<file path="src/rtl/piso_ctrl_pkg.sv">
// Shared types and constants for the PISO transmit scheduler.
package piso_ctrl_pkg;

    typedef enum logic [1:0] {
        ST_IDLE  = 2'd0,
        ST_SHIFT = 2'd1,
        ST_GAP   = 2'd2
    } state_t;

    localparam int PISO_DATA_W = 8;
    localparam int FRAME_CNT_W = 16;

endpackage

</file>
<file path="src/rtl/rr_arbiter.sv">
// Combinational round-robin arbiter: search starts one past last_grant and
// wraps, so the most recently served requester has the lowest priority.
module rr_arbiter #(
    parameter int NUM_REQ = 4,
    parameter int ID_W    = $clog2(NUM_REQ)
) (
    input  logic [NUM_REQ-1:0] req,
    input  logic [ID_W-1:0]    last_grant,
    input  logic               en,
    output logic [NUM_REQ-1:0] grant,
    output logic [ID_W-1:0]    grant_id
);

    logic found;
    int   idx;

    always_comb begin
        grant    = '0;
        grant_id = '0;
        found    = 1'b0;
        idx      = 0;
        for (int k = 1; k <= NUM_REQ; k++) begin
            idx = int'(last_grant) + k;
            if (idx >= NUM_REQ) idx = idx - NUM_REQ;
            if (en && !found && req[ID_W'(idx)]) begin
                found               = 1'b1;
                grant[ID_W'(idx)]   = 1'b1;
                grant_id            = ID_W'(idx);
            end
        end
    end

endmodule

</file>
<file path="src/rtl/piso_tx_sched.sv">
// Round-robin byte scheduler feeding a single LSB-first serial shifter, with
// optional idle gap after each frame and a wrapping completed-frame counter.
module piso_tx_sched
    import piso_ctrl_pkg::*;
#(
    parameter int NUM_REQ    = 4,
    parameter int DATA_W     = PISO_DATA_W,
    parameter int GAP_CYCLES = 0,
    parameter int ID_W       = $clog2(NUM_REQ),
    parameter logic [FRAME_CNT_W-1:0] FRAME_CNT_INIT = '0
) (
    input  logic                      clk,
    input  logic                      rst,
    input  logic [NUM_REQ-1:0]        req_valid,
    input  logic [NUM_REQ*DATA_W-1:0] req_data,
    output logic [NUM_REQ-1:0]        req_ready,
    output logic                      ser_data,
    output logic                      ser_valid,
    output logic                      ser_last,
    output logic [ID_W-1:0]           ser_id,
    output logic                      busy,
    output logic [FRAME_CNT_W-1:0]    frame_cnt
);

    localparam int BC_W  = $clog2(DATA_W);
    localparam int GAP_W = 4;

    state_t              state, state_nxt;
    logic [DATA_W-1:0]   shreg;
    logic [BC_W-1:0]     bit_cnt;
    logic [GAP_W-1:0]    gap_cnt;
    logic [ID_W-1:0]     last_grant;
    logic [ID_W-1:0]     win_id;
    logic [NUM_REQ-1:0]  grant;
    logic                hs;
    logic                frame_end;
    logic                gap_end;

    // Gating with rst keeps req_ready low while reset is held.
    rr_arbiter #(
        .NUM_REQ (NUM_REQ),
        .ID_W    (ID_W)
    ) u_arb (
        .req        (req_valid),
        .last_grant (last_grant),
        .en         (state == ST_IDLE && !rst),
        .grant      (grant),
        .grant_id   (win_id)
    );

    assign req_ready = grant;
    assign hs        = |(req_valid & grant);
    assign frame_end = (state == ST_SHIFT) && (bit_cnt == BC_W'(DATA_W - 1));
    assign gap_end   = (state == ST_GAP) && (gap_cnt == GAP_W'(GAP_CYCLES - 1));

    assign ser_valid = (state == ST_SHIFT);
    assign ser_data  = (state == ST_SHIFT) && shreg[0];
    assign ser_last  = frame_end;
    assign busy      = (state != ST_IDLE);

    always_ff @(posedge clk or posedge rst) begin
        if (rst) state <= ST_IDLE;
        else     state <= state_nxt;
    end

    always_comb begin
        state_nxt = state;
        case (state)
            ST_IDLE:  if (hs) state_nxt = ST_SHIFT;
            ST_SHIFT: if (frame_end) state_nxt = (GAP_CYCLES > 0) ? ST_GAP : ST_IDLE;
            ST_GAP:   if (gap_end) state_nxt = ST_IDLE;
            default:  state_nxt = ST_IDLE;
        endcase
    end

    always_ff @(posedge clk or posedge rst) begin
        if (rst) begin
            shreg      <= '0;
            bit_cnt    <= '0;
            ser_id     <= '0;
            last_grant <= ID_W'(NUM_REQ - 1);
        end else if (hs) begin
            shreg      <= req_data[win_id*DATA_W +: DATA_W];
            bit_cnt    <= '0;
            ser_id     <= win_id;
            last_grant <= win_id;
        end else if (state == ST_SHIFT) begin
            shreg      <= shreg >> 1;
            bit_cnt    <= bit_cnt + 1'b1;
        end
    end

    always_ff @(posedge clk or posedge rst) begin
        if (rst) begin
            gap_cnt   <= '0;
            frame_cnt <= FRAME_CNT_INIT;
        end else begin
            if (frame_end)             gap_cnt <= '0;
            else if (state == ST_GAP)  gap_cnt <= gap_cnt + 1'b1;
            if (frame_end) frame_cnt <= frame_cnt + 1'b1;
        end
    end

endmodule

</file>
<file path="config.mk">
export PLATFORM = sky130hd
export DESIGN_NAME = piso_tx_sched
export DESIGN_NICKNAME = d
export VERILOG_FILES = /design/src/rtl/piso_ctrl_pkg.sv /design/src/rtl/rr_arbiter.sv /design/src/rtl/piso_tx_sched.sv
export SDC_FILE = /design/constraint.sdc
export NUM_CORES = 1
export LEC_CHECK = 0
export CAP_MARGIN = 25
export CORE_ASPECT_RATIO = 0.9
export CORE_MARGIN = 4
export CORE_UTILIZATION = 48
export CTS_CLUSTER_SIZE = 16
export DETAILED_ROUTE_END_ITERATION = 7
export GPL_TIMING_DRIVEN = 0
export PLACE_DENSITY = 0.8
export SLEW_MARGIN = 20
export SYNTH_ARGS = -nofsm -noshare
export SYNTH_HDL_FRONTEND = slang
export SYNTH_HIERARCHICAL = 1
export SYNTH_SLANG_ARGS = --single-unit
</file>
<file path="constraint.sdc">
create_clock -name clk -period 3.6 [get_ports clk]
set_input_delay 0.72 -clock clk [delete_from_list [all_inputs] [get_ports clk]]
set_output_delay 0.72 -clock clk [all_outputs]
set_load 0.02 [all_outputs]
</file>
==> impl_metrics.json <==
{
  "post-place-ws_ns": -0.401,
  "path_buffers": 4,
  "cts-root-buf": "clkbuf_8",
  "ys_sh_aoi_pct": 9.60,
  "synth_cell_types": 43,
  "clkTransAtPathRegs_ns": 0.06,
  "clk_latency_ns": 0.28,
  "cp.arrival_ns": 2.81,
  "ff2ff_setup_slack_ns": 0.16,
  "grt_pass1_vias": 1729,
  "xor_area_share_pct": 6.32,
  "num_vias": 1845,
  "fin_ws_ns": 0.0749,
  "area.growth.synth_to_final_pct": 41.7,
  "first_iter_violations": 88,
  "final_common_cell": "clkdlybuf4s50_1",
  "place_congestion": 0.901,
  "avgRoutedWirePerCell_um": 14.1,
  "grt_max_degree": 33,
  "ys_sh_adder_pct": 6.21,
  "cts.sinks": 32,
  "fin_skew_ns": 0.00240,
  "synth-edff-count": 0,
  "hold_ws_ns": 0.473,
  "met3_length_um": 468,
  "drive_gt1_share_pct": 24.6,
  "syn_area_mm2": 0.00222,
  "critical_path_class": "flip-flop to output pin",
  "drt-total-wl_um": 4900,
  "port_buffers": 63,
  "topCellsByArea": "dfrtp_1 34%, mux4_2 12%, ha_1 6.2%, mux2i_1 5.4%, xnor2_1 4.3%",
  "dp_cells": 326,
  "hpwl_um": 3630,
  "hold_viol": 0,
  "critPathLaunch": "last_grant[0]",
  "ioPinCount": 64,
  "ys.warnings.count": 6,
  "status": "finished, final reports clean",
  "tns_ns": 0,
  "htree_levels": 2,
  "synth_seq_share_pct": 36.3,
  "dieArea_mm2": 0.00577,
  "power_w": 0.00183,
  "antenna_found_initial": 0,
  "whs_endpoint": "frame_cnt[15]",
  "drv_slew": 0,
  "stdcell_area_mm2": 0.00314,
  "holdBufCountCts": 0,
  "end_kind": "output pin",
  "dr_wl_met2_um": 2250,
  "startpoint_type": "flip-flop",
  "slowest_stage": "mux4_2",
  "top_area_cell": "dfrtp_1",
  "warning_count": 33,
  "numSynthFlops": 32,
  "reg2reg_to": "shreg[0]",
  "cts_tree": "built",
  "path_cells": "buf_8, clkinvlp_4, ha_4, buf_8, mux4_2, nor2b_4, nor4b_4, a221o_2, buf_6",
  "synth-async-reset-ratio_pct": 100,
  "logic_family": "multiplexers",
  "nets": 332,
  "grt_usage_pct": 17.7,
  "final_layout_top_logic_cells": "59 x clkdlybuf4s50_1, 30 x dfrtp_1, 24 x nand2_1",
  "min_path_type": "flip-flop to flip-flop",
  "diodes": 0,
  "p_leak_nw": 1.38,
  "min_path_cells": 1,
  "slew_headroom_pct": 58.0,
  "cap_violations": 0,
  "crit_top_cell": "buf_8"
}
layer usage:
metal | vias to the layer above | track usage (%)
met5 | - | 0
met4 | 0 | 6.87
met3 | 6 | 6.08
met2 | 74 | 27.7
met1 | 869 | 22.5
li1 | 896 | -
where the power goes:
part	leakage (nW)	switching (W)	internal, W
registers	0.420	0.0000622	0.000456
clock network	0.0510	0.000127	0.000152
logic	0.913	0.000494	0.000535
worst max path at each step:
stage                   endpoint  cells past startpoint
floorplan               state[0]                     12
global placement    req_ready[2]                      9
detailed placement  req_ready[2]                      9
CTS                 req_ready[2]                      9
global route        req_ready[3]                      9
finish              req_ready[2]                      9
cells in the mapped netlist (all sizes together) (2+ instances only):
library cell  count
o32ai             2
mux2i            12
nor2             11
dfrtp            30
buf               8
nand3            12
and2              2
a221o             2
nor3              4
xnor2            11
o21ai             9
nand4             3
inv               9
and3              2
ha               11
dfstp             2
nor4              2
a22oi             4
xor2              5
nand2            25
mux4             12
mux2              4
a22o              7
nor2b             4
timing repair:
item,in CTS,in global routing
endpoints found under the hold margin,0,0
setup endpoints to repair,20,20
resized,20,10
setup buffers,5,7
pin swaps,2,4
flip-flops by register name, indices dropped and copies added (netlist names):
signal / flops
frame_cnt: 16
shreg: 8
bit_cnt: 3
last_grant: 2
ser_id: 2
state: 1
area by class of cell:
cell class / count / area, um^2
Buffer: 9 / 68.8
Clock buffer: 6 / 82.6
Clock inverter: 2 / 10.0
Fill cell: 331 / 1320
Inverter: 9 / 37.5
Multi-Input combinational cell: 151 / 1350
Sequential cell: 32 / 803
Tap cell: 62 / 77.6
Timing Repair Buffer: 75 / 713
Fig. 1: register map, names as in the netlist
Other sequential cells in the stronger grey, the rest of the logic in the fainter grey.
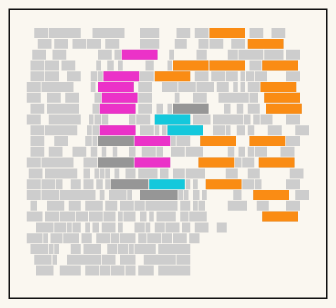
| colour | name in the netlist | flops |
|---|---|---|
| orange | `frame_cnt` | 16 |
| magenta | `shreg` | 8 |
| cyan | `bit_cnt` | 3 |
not coloured: 5

Fig. 2: cells coloured by class
The bar under the picture is 20 um long.
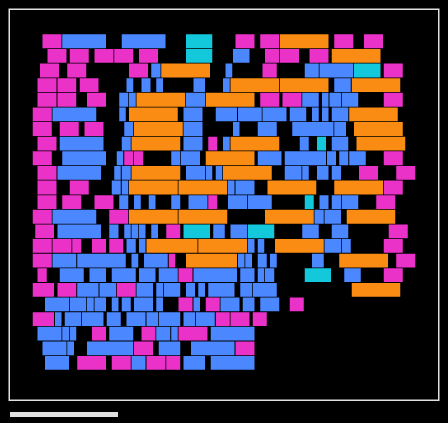
| colour | class | cells | share of their area |
|---|---|---|---|
| magenta | remaining buffers and delay cells | 84 | 26% |
| blue | combinational and other logic | 160 | 45% |
| cyan | clock drivers and dummy loads | 8 | 3.0% |
| orange | sequential cells | 32 | 26% |
Seq area share: 25.6%
post-route core utilization: 70.4%

Fig. 3: PDN straps and rails
Pins as bars on the die edge. Tap cells in grey.
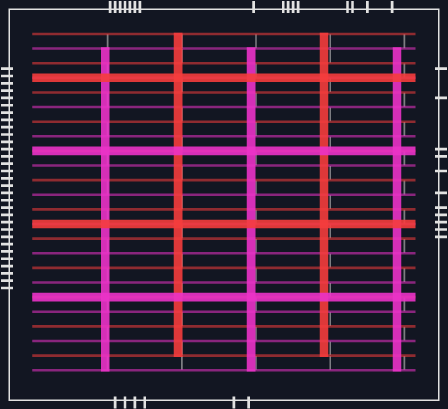
| colour | net |
|---|---|
| red | VDD |
| magenta | VSS |
tap cells: 62
met1 rails: 24
rows: 23
signal pins: 64
Die Wd: 79.6 um
Core Region: 0.00446 mm^2
Die Y: 72.5 um
Max IR drop VDD: 0.000296 V

Fig. 4: congestion heat map
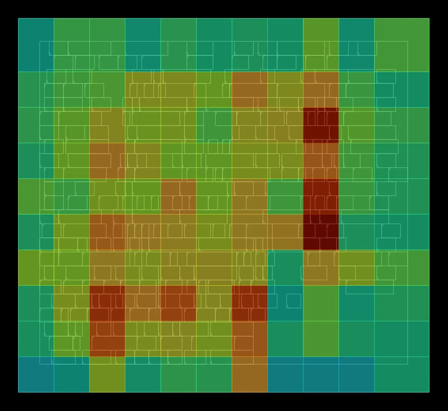
gr busiest metal: met2
grt met1 use: 22.5%

Power is estimated from default activity; no workload was simulated.
